===== config.mk =====
export PLATFORM = sky130hd
export DESIGN_NAME = complete_buffered
export DESIGN_NICKNAME = d
export VERILOG_FILES = /design/src/rtl/complete_buffered.sv
export SDC_FILE = /design/constraint.sdc
export NUM_CORES = 1
export LEC_CHECK = 0
export CAP_MARGIN = 20
export CORE_ASPECT_RATIO = 1.5
export CORE_MARGIN = 2
export CORE_UTILIZATION = 52
export DETAILED_ROUTE_END_ITERATION = 10
export MAX_ROUTING_LAYER = met4
export PLACE_DENSITY = 0.81
export SETUP_SLACK_MARGIN = 0.3
export SLEW_MARGIN = 25
export SYNTH_ARGS = -nofsm -noshare
export SYNTH_HDL_FRONTEND = slang
export SYNTH_SLANG_ARGS = --single-unit

===== constraint.sdc =====
create_clock -name clock -period 6.3 [get_ports clock]
set_input_delay 1.26 -clock clock [delete_from_list [all_inputs] [get_ports clock]]
set_output_delay 1.26 -clock clock [all_outputs]
set_load 0.03 [all_outputs]

===== src/rtl/complete_buffered.sv =====
// Buffered completion stage: per-channel FIFOs for C execute channels, drained
// round-robin onto N registered ROB update lanes, with stall and squash support.
`ifndef N
`define N 2
`endif

package complete_buffered_pkg;
    localparam int ROB_N     = `N;
    localparam int ROB_IDX_W = 6;
    localparam int PR_W      = 7;
    localparam int XLEN      = 32;

    typedef struct packed {
        logic [ROB_IDX_W-1:0] rob_idx;
        logic                 branch_valid;
        logic                 branch_taken;
        logic [XLEN-1:0]      branch_target;
        logic                 mispredict;
        logic [PR_W-1:0]      dest_pr;
        logic [XLEN-1:0]      result;
    } EX_COMPLETE_ENTRY;

    typedef struct packed {
        logic [ROB_N-1:0]                valid;
        logic [ROB_N-1:0][ROB_IDX_W-1:0] idx;
        logic [ROB_N-1:0]                branch_taken;
        logic [ROB_N-1:0][XLEN-1:0]      branch_targets;
    } ROB_UPDATE_PACKET;
endpackage

module complete_buffered
    import complete_buffered_pkg::*;
#(
    parameter int N     = `N,
    parameter int C     = 2 * N,
    parameter int DEPTH = 2
) (
    input  logic                      clock,
    input  logic                      reset_n,
    input  logic [C-1:0]              ex_valid,
    input  EX_COMPLETE_ENTRY [C-1:0]  ex_comp,
    output logic [C-1:0]              ex_ready,
    input  logic                      rob_stall,
    input  logic                      flush,
    output ROB_UPDATE_PACKET          rob_update_packet,
    output logic                      overflow_err
);
    localparam int CH_W  = (C > 1) ? $clog2(C) : 1;
    localparam int PTR_W = (DEPTH > 1) ? $clog2(DEPTH) : 1;
    localparam int CNT_W = $clog2(DEPTH + 1);

    // Branch gating is applied on entry so the FIFO only holds what the ROB needs.
    typedef struct packed {
        logic [ROB_IDX_W-1:0] idx;
        logic                 taken;
        logic [XLEN-1:0]      target;
    } slot_t;

    slot_t            mem    [C][DEPTH];
    slot_t            in_slot[C];
    logic [PTR_W-1:0] rd_ptr [C];
    logic [PTR_W-1:0] wr_ptr [C];
    logic [CNT_W-1:0] count  [C];
    logic [CH_W-1:0]  rr_ptr;
    logic [CH_W-1:0]  rr_next;
    logic [CH_W-1:0]  last_ch;
    logic [CH_W-1:0]  lane_chan[N];
    logic [N-1:0]     lane_valid;
    logic [C-1:0]     grant;
    logic [C-1:0]     push;
    ROB_UPDATE_PACKET out_next;
    logic             unused_fields;

    function automatic logic [PTR_W-1:0] ptr_inc(input logic [PTR_W-1:0] p);
        return (p == PTR_W'(DEPTH - 1)) ? '0 : p + PTR_W'(1);
    endfunction

    always_comb begin
        unused_fields = 1'b0;
        for (int c = 0; c < C; c++) begin
            ex_ready[c]       = (count[c] < CNT_W'(DEPTH));
            push[c]           = ex_valid[c] & ex_ready[c];
            in_slot[c].idx    = ex_comp[c].rob_idx;
            in_slot[c].taken  = ex_comp[c].branch_valid & ex_comp[c].branch_taken;
            in_slot[c].target = ex_comp[c].branch_valid ? ex_comp[c].branch_target : '0;
            unused_fields     = unused_fields ^ (^{ex_comp[c].mispredict,
                                                   ex_comp[c].dest_pr,
                                                   ex_comp[c].result});
        end
    end

    // Round-robin scan from rr_ptr; the k-th grant lands on lane k.
    always_comb begin
        int n;
        int ch;
        grant      = '0;
        lane_valid = '0;
        last_ch    = '0;
        n          = 0;
        ch         = 0;
        for (int k = 0; k < N; k++) lane_chan[k] = '0;
        if (!rob_stall && !flush) begin
            for (int i = 0; i < C; i++) begin
                ch = (int'(rr_ptr) + i) % C;
                if (n < N && count[ch] != '0) begin
                    grant[ch]     = 1'b1;
                    lane_valid[n] = 1'b1;
                    lane_chan[n]  = CH_W'(ch);
                    last_ch       = CH_W'(ch);
                    n             = n + 1;
                end
            end
        end
        rr_next = (last_ch == CH_W'(C - 1)) ? '0 : last_ch + CH_W'(1);
    end

    always_comb begin
        out_next = '0;
        for (int k = 0; k < N; k++) begin
            if (lane_valid[k]) begin
                out_next.valid[k]          = 1'b1;
                out_next.idx[k]            = mem[lane_chan[k]][rd_ptr[lane_chan[k]]].idx;
                out_next.branch_taken[k]   = mem[lane_chan[k]][rd_ptr[lane_chan[k]]].taken;
                out_next.branch_targets[k] = mem[lane_chan[k]][rd_ptr[lane_chan[k]]].target;
            end
        end
    end

    always_ff @(posedge clock) begin
        for (int c = 0; c < C; c++) begin
            if (push[c] && !flush) mem[c][wr_ptr[c]] <= in_slot[c];
        end
    end

    always_ff @(posedge clock or negedge reset_n) begin
        if (!reset_n) begin
            for (int c = 0; c < C; c++) begin
                count[c]  <= '0;
                rd_ptr[c] <= '0;
                wr_ptr[c] <= '0;
            end
            rr_ptr            <= '0;
            rob_update_packet <= '0;
            overflow_err      <= 1'b0;
        end else if (flush) begin
            // Squash keeps the sticky error so a protocol violation is never hidden.
            for (int c = 0; c < C; c++) begin
                count[c]  <= '0;
                rd_ptr[c] <= '0;
                wr_ptr[c] <= '0;
            end
            rr_ptr            <= '0;
            rob_update_packet <= '0;
        end else begin
            for (int c = 0; c < C; c++) begin
                if (push[c])  wr_ptr[c] <= ptr_inc(wr_ptr[c]);
                if (grant[c]) rd_ptr[c] <= ptr_inc(rd_ptr[c]);
                if (push[c] && !grant[c])      count[c] <= count[c] + CNT_W'(1);
                else if (!push[c] && grant[c]) count[c] <= count[c] - CNT_W'(1);
            end
            if (|(ex_valid & ~ex_ready)) overflow_err <= 1'b1;
            if (|grant) rr_ptr <= rr_next;
            rob_update_packet <= out_next;
        end
    end
endmodule


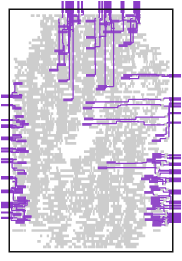
Fig. 1. Wires at chosen ports, followed through buffers (run 1).
Scale: 1 px per um.
[purple] rob_update_packet | bits: 80 | direction: output | end cells: 80 | buffers: 80 | wire: 2500 um
I/O pins: 413
buffers added on ports: 252

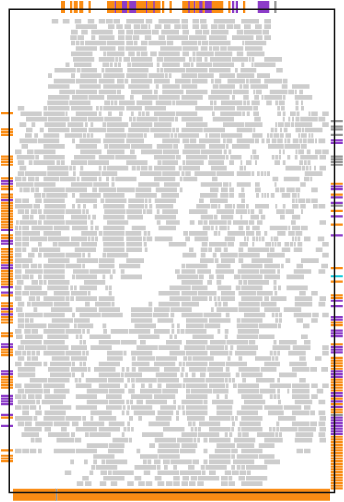
Fig. 2. I/O pins on the die edge (run 1).
Scale: 2 px per um. Pins as bars across the die edge, other pins in gray.
[purple] rob_update_packet | pins: 80 | direction: output | edge: 32 east, 26 north, 22 west
[orange] ex_comp | pins: 320 | direction: input | edge: 171 south, 59 west, 45 east, 45 north
[cyan] rob_stall | pins: 1 | direction: input | edge: east
all pins by edge: 172 south, 88 east, 81 west, 72 north
die extent in x: 162 um
die height: 241 um

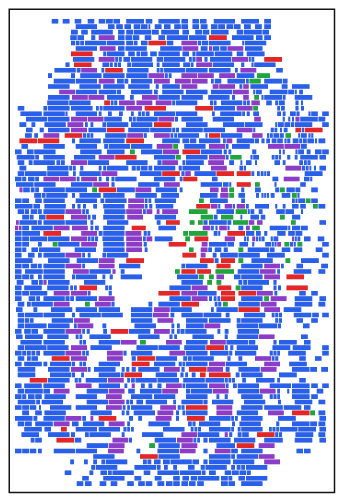
Fig. 3. Cell sizes after repair (run 1).
Scale: 2 px per um.
[red] drive 6 and up | cells: 70 | share: 4.6%
[green] drive 3 to 4 | cells: 51 | share: 3.4%
[purple] drive 2 | cells: 194 | share: 13%
[blue] drive 1 or less | cells: 1207 | share: 79%
Worst Setup Slack, final: 0.848 ns
Layout area overhead: 24.2%
post-route cell area: 0.0242 mm^2
Signal buffers: 302

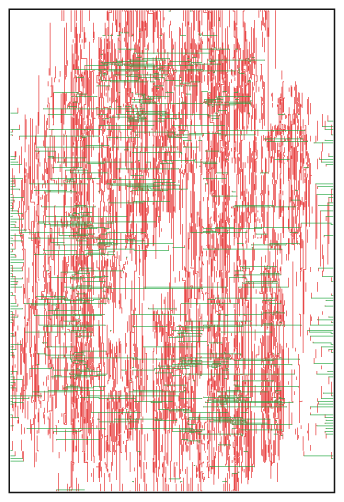
Fig. 4. Wiring by layer (run 1).
Scale: 2 px per um. Two of the layers only.
[red] met2 | wire length: 29.8 mm
[green] met3 | wire length: 6130 um
routed len/inst: 29.5 um
GRT Overall Usage: 0.316
Routed WL: 59.2 mm
vias after detailed routing: 13261

==> notes.md, run 1 <==
yosys + openroad results -> run status complete, no violations, crit path time final 5.45 ns, Top Metal Used met4, Max IR drop VDD 0.479 mV, antenna viol nets, final 0, CP Capture Type flip-flop, Max-area cell share 0.482, Final Skew 0.0241 ns, setup_tns 0 ns, Top cell excl fill/tap edfxtp_1, Place WS 0.914 ns, CTS Hold Bufs 0, layout cell share with drive strength beyond 1 0.207, cell total in the yosys stat output 1243, ys async rst share 0.241, vias per cell 6.60, Num CTS Buffers 39, Cells after DPL 1934, Pleak 8.55 nW, fin crit share 0.865, Top Layout Cells edfxtp_1 (312), clkdlybuf4s50_1 (247), mux4_2 (152), slowest CP cell dfrtp_1, gr ovfl total 0, worst-case clock buffer depth 3, FP Util 0.529, unrepaired setup endpoints after global routing no, Post-synth EDFFs 312, register share after synthesis 0.609, net switching fraction of the power 0.404, crit-path max cell delay 0.64 ns
run 1: worst paths after layout:
check	start	to	slack, ns	cells past startpoint
max in group asynchronous	reset_n	rob_update_packet[30]$_DFF_PN0_	4.31	2
worst max-delay path	rr_ptr[1]$_DFFE_PN0P_	rob_update_packet[8]$_DFF_PN0_	0.85	15
min in group asynchronous	reset_n	rob_update_packet[2]$_DFF_PN0_	0.72	1
worst min register to register	overflow_err$_DFFE_PN0P_	overflow_err$_DFFE_PN0P_	0.48	1
worst max register to register	rr_ptr[1]$_DFFE_PN0P_	rob_update_packet[8]$_DFF_PN0_	0.85	15
worst min-delay path	overflow_err$_DFFE_PN0P_	overflow_err$_DFFE_PN0P_	0.48	1
run 1: registers in the layout (all words and copies together), names as in the netlist:
signal / flops
wr_ptr: 4
mem: 312
rd_ptr: 4
rob_update_packet: 80
overflow_err: 1
count: 8
rr_ptr: 2
run 1: per-stage QoR:
step | utilization | power [mW]
finish | 0.656 | 12.9
floorplan | - | 7.97
detailed placement | 0.618 | 10.2
global placement | 0.618 | 10.1
global route | 0.656 | 13.3
CTS | 0.656 | 12.8
run 1: kinds of logic after synthesis:
family,after synthesis,share of synthesized area
AND-OR/OR-AND,225,0.0683
multiplexers,164,0.189
buffers and inverters,109,0.0301
flip-flops,411,0.609
adder cells (fa/ha/maj),13,0.00875
XOR/XNOR,13,0.00585
AND/OR/NAND/NOR,308,0.0893
run 1: final cells by class:
class	instances	area, um^2
antenna	2	5.00
fill	2516	12600
clock inverter	29	404
clock buffer	43	1010
tap	484	606
sequential	411	11800
multi-input combinational	723	7160
timing repair buffer	302	3080
inverter	14	53.8
Fig. 5: run 1, cell outlines without signal wires
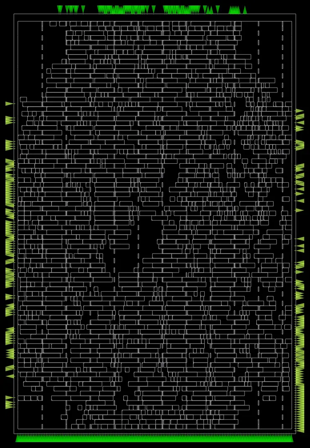

==> run 2, diff against run 1 <==
- CORE_ASPECT_RATIO: 1.5 -> unset
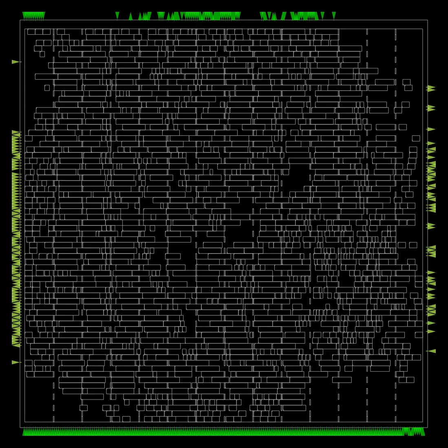
Fig. 6. Cell outlines without signal wires (run 2).
core area: 0.0367 mm^2
Fillers: 2559
fraction of area in registers: 0.493
tap cells: 468
flop count: 411

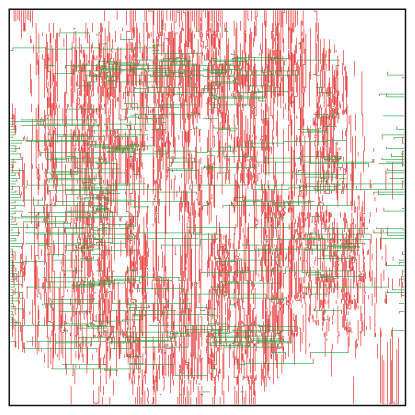
Fig. 7. Wiring by layer (run 2).
Scale: 2 px per um. Two of the layers only.
[green] met3 | wire length: 6650 um
[red] met2 | wire length: 27.5 mm
GRT Overall Usage: 0.308
routed len/inst: 28.8 um
Routed WL: 57.5 mm
vias after detailed routing: 13145

==> run 2 against run 1 <==
Effect of this change:
- first-iteration DRC count increased by 11%
- critical path type unchanged
- clock-buffer cell count increased by 24
- sequential power barely moved
- largest power group unchanged
==> notes.md, run 2 <==
yosys + openroad results -> run status complete, no violations (unchanged), Cells after DPL 1911 (was 1934), Post-synth EDFFs 312 (unchanged), net switching fraction of the power 0.406 (was 0.404), Pleak 8.49 nW (was 8.55 nW), CP Capture Type flip-flop (unchanged), Largest register FFs 312 (unchanged), total power 12.6 mW (was 12.9 mW), crit-path max cell delay 0.96 ns (was 0.64 ns), unrepaired setup endpoints after global routing no (unchanged), Worst Setup Slack, final 0.783 ns (was 0.848 ns), Max-area cell share 0.482 (unchanged), Place WS 0.967 ns (was 0.914 ns), Top cell excl fill/tap edfxtp_1 (unchanged), antenna viol nets, final 0 (unchanged), die extent in x 197 um (was 162 um), Max IR drop VDD 0.359 mV (was 0.479 mV), gr ovfl total 0 (unchanged), Num CTS Buffers 44 (was 39), setup_tns 0 ns (unchanged), fa+ha+maj area frac 0.00875 (unchanged), fin crit share 0.876 (was 0.865), Final Core Density 0.655 (was 0.656), Top Layout Cells edfxtp_1 (312), clkdlybuf4s50_1 (247), mux4_2 (152) (unchanged), ys async rst share 0.241 (unchanged), Main logic family multiplexers (unchanged), slowest CP cell a221oi_4 (was dfrtp_1)
[run 2: final timing paths]
path | from | to | slack (ns) | cells past startpoint
hold reg to reg | overflow_err$_DFFE_PN0P_ | overflow_err$_DFFE_PN0P_ | 0.48 | 1
min in group asynchronous | reset_n | overflow_err$_DFFE_PN0P_ | 0.75 | 1
hold / removal | overflow_err$_DFFE_PN0P_ | overflow_err$_DFFE_PN0P_ | 0.48 | 1
setup reg to reg | rr_ptr[1]$_DFFE_PN0P_ | rob_update_packet[40]$_DFF_PN0_ | 0.78 | 15
setup / recovery | rr_ptr[1]$_DFFE_PN0P_ | rob_update_packet[40]$_DFF_PN0_ | 0.78 | 15
max in group asynchronous | reset_n | rd_ptr[3]$_DFFE_PN0P_ | 4.59 | 2
[run 2: cell type report]
type	instances	area, um^2
inverters	14	53.8
repair buffers	295	2980
flip-flops and latches	411	11800
well taps	468	586
fillers	2559	12700
diodes	3	7.51
clock buffers	67	1310
clock inverters	15	124
multi-input cells	723	7140
[run 2: power groups by stage]
stage	Sequential (mW)	Combinational [mW]	Clock [mW]
6_report	3.59	6.52	2.53
3_5_place_dp	3.63	6.39	0
2_1_floorplan	3.87	4.10	0
5_1_grt	3.63	6.89	2.66
3_3_place_gp	3.61	6.30	0
4_1_cts	3.59	6.45	2.55
[run 2: routing by layer]
| layer | track usage | vias to the layer above | share of wire |
|---|---|---|---|
| met2 | 0.478 | 956 | 0.48 |
| met5 | - | - | 0 |
| li1 | - | 5399 | - |
| met4 | 0.127 | 0 | 0.042 |
| met3 | 0.0563 | 188 | 0.12 |
| met1 | 0.409 | 6602 | 0.36 |
Fig. 8: run 2, I/O pins on the die edge
Scale: 2 px per um. Pins as bars across the die edge, other pins in gray.
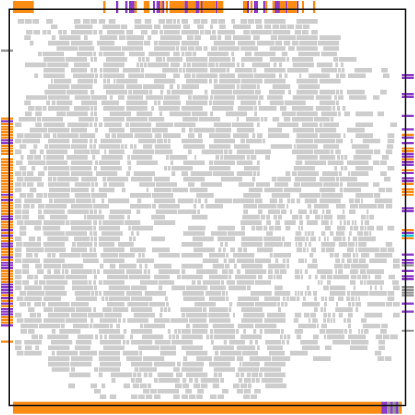

==> run 3, diff against run 2 <==
- CORE_UTILIZATION: 52 -> 40
- PLACE_DENSITY: 0.81 -> 0.65
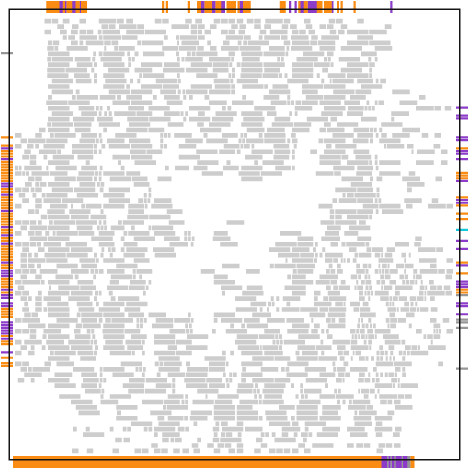
Fig. 9. I/O pins on the die edge (run 3).
Scale: 2 px per um. Pins as bars across the die edge, other pins in gray.
[orange] ex_comp | pins: 320 | direction: input | edge: 202 south, 54 north, 52 west, 12 east
[purple] rob_update_packet | pins: 80 | direction: output | edge: 25 west, 25 north, 20 east, 10 south
[cyan] rob_stall | pins: 1 | direction: input | edge: east
all pins by edge: 218 south, 79 north, 78 west, 38 east
die height: 225 um
die extent in x: 225 um

==> run 3 against run 2 <==
Effect of this change:
- worst setup slack better by 0.16 ns
- non-clock buffer count is 5 higher
- sequential power hardly changed
- final cell count is 7.6% higher
- area after synthesis stayed put
- global-route usage is 5.6 points lower
- register-to-register slack better by 0.16 ns
==> notes.md, run 3 <==
yosys + openroad results -> Diodes inserted 2 (was 3), Non-clk invs 14 (unchanged), M1 WL 24.4 mm (was 20.9 mm), Place WS 1.05 ns (was 0.967 ns), worst hold path cell count 1 (unchanged), slowest CP cell ha_1 (was a221oi_4), Clock Power 2.66 mW (was 2.53 mW), run status complete, no violations (unchanged), routed len/inst 28.5 um (was 28.8 um), net switching fraction of the power 0.406 (about the same), P_seq 3.59 mW (about the same), Routed WL 61.2 mm (was 57.5 mm), gr ovfl total 0 (unchanged), Gate Area 0.00714 mm^2 (unchanged), mi-comb count 723 (unchanged), Pleak 8.59 nW (was 8.49 nW), buffering overhead 0.128 (was 0.124), layout cell share with drive strength beyond 1 0.209 (was 0.203), total power 13.0 mW (was 12.6 mW), hold path startpoint overflow_err$_DFFE_PN0P_ (unchanged), cell total in the yosys stat output 1243 (unchanged), Comb power 6.73 mW (was 6.52 mW), CTS Hold Bufs 0 (unchanged), crit path time final 5.35 ns (was 5.52 ns), multi-input gate share of total cell area 0.292 (was 0.297), Worst Setup Slack, final 0.945 ns (was 0.783 ns), unrepaired setup endpoints after global routing no (unchanged), met3 GRT Util 0.0426 (was 0.0563), antenna viol nets, final 0 (unchanged)
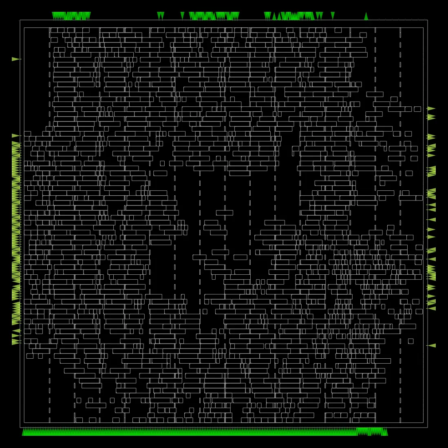
Fig. 10. Cell outlines without signal wires (run 3).
Fillers: 3984
Final Core Density: 0.511
tap cells: 615
core area: 0.0478 mm^2
fraction of area in registers: 0.485

run 3: kinds of logic (layout without fill, tap and decap cells):
| family | after synthesis | after routing | share of synthesized area |
|---|---|---|---|
| flip-flops | 411 | 411 | 0.609 |
| multiplexers | 164 | 164 | 0.189 |
| AND-OR/OR-AND | 225 | 225 | 0.0683 |
| adder cells (fa/ha/maj) | 13 | 13 | 0.00875 |
| other | 0 | 2 | 0 |
| AND/OR/NAND/NOR | 308 | 308 | 0.0893 |
| XOR/XNOR | 13 | 13 | 0.00585 |
| buffers and inverters | 109 | 397 | 0.0301 |
run 3: worst max path at each step:
stage | start | to | slack, ns | cells after the start
4_1_cts | rr_ptr[1]$_DFFE_PN0P_ | rob_update_packet[48]$_DFF_PN0_ | 0.98 | 16
6_report | rr_ptr[1]$_DFFE_PN0P_ | rob_update_packet[48]$_DFF_PN0_ | 0.95 | 16
5_1_grt | rr_ptr[1]$_DFFE_PN0P_ | rob_update_packet[48]$_DFF_PN0_ | 0.73 | 16
3_5_place_dp | rr_ptr[1]$_DFFE_PN0P_ | rob_update_packet[61]$_DFF_PN0_ | 1.05 | 16
3_3_place_gp | rr_ptr[1]$_DFFE_PN0P_ | rob_update_packet[43]$_DFF_PN0_ | 1.06 | 16
2_1_floorplan | flush | mem[2][39]$_DFFE_PP_ | 1.24 | 3
run 3: worst register-to-register path: stages, from the launching register on:
cell	delay, ns
dfrtp_1	0.33
buf_4	0.20
inv_1	0.21
ha_1	0.63
mux4_2	0.33
ha_1	0.33
nand2b_1	0.23
inv_1	0.14
fa_1	0.44
a311oi_2	0.38
and3_1	0.32
a21oi_2	0.07
o21ai_4	0.42
a221o_2	0.59
buf_12	0.26
nand3_1	0.09
a21oi_1	0.28
No activity file was given, so power comes from the tool's default toggle rates.
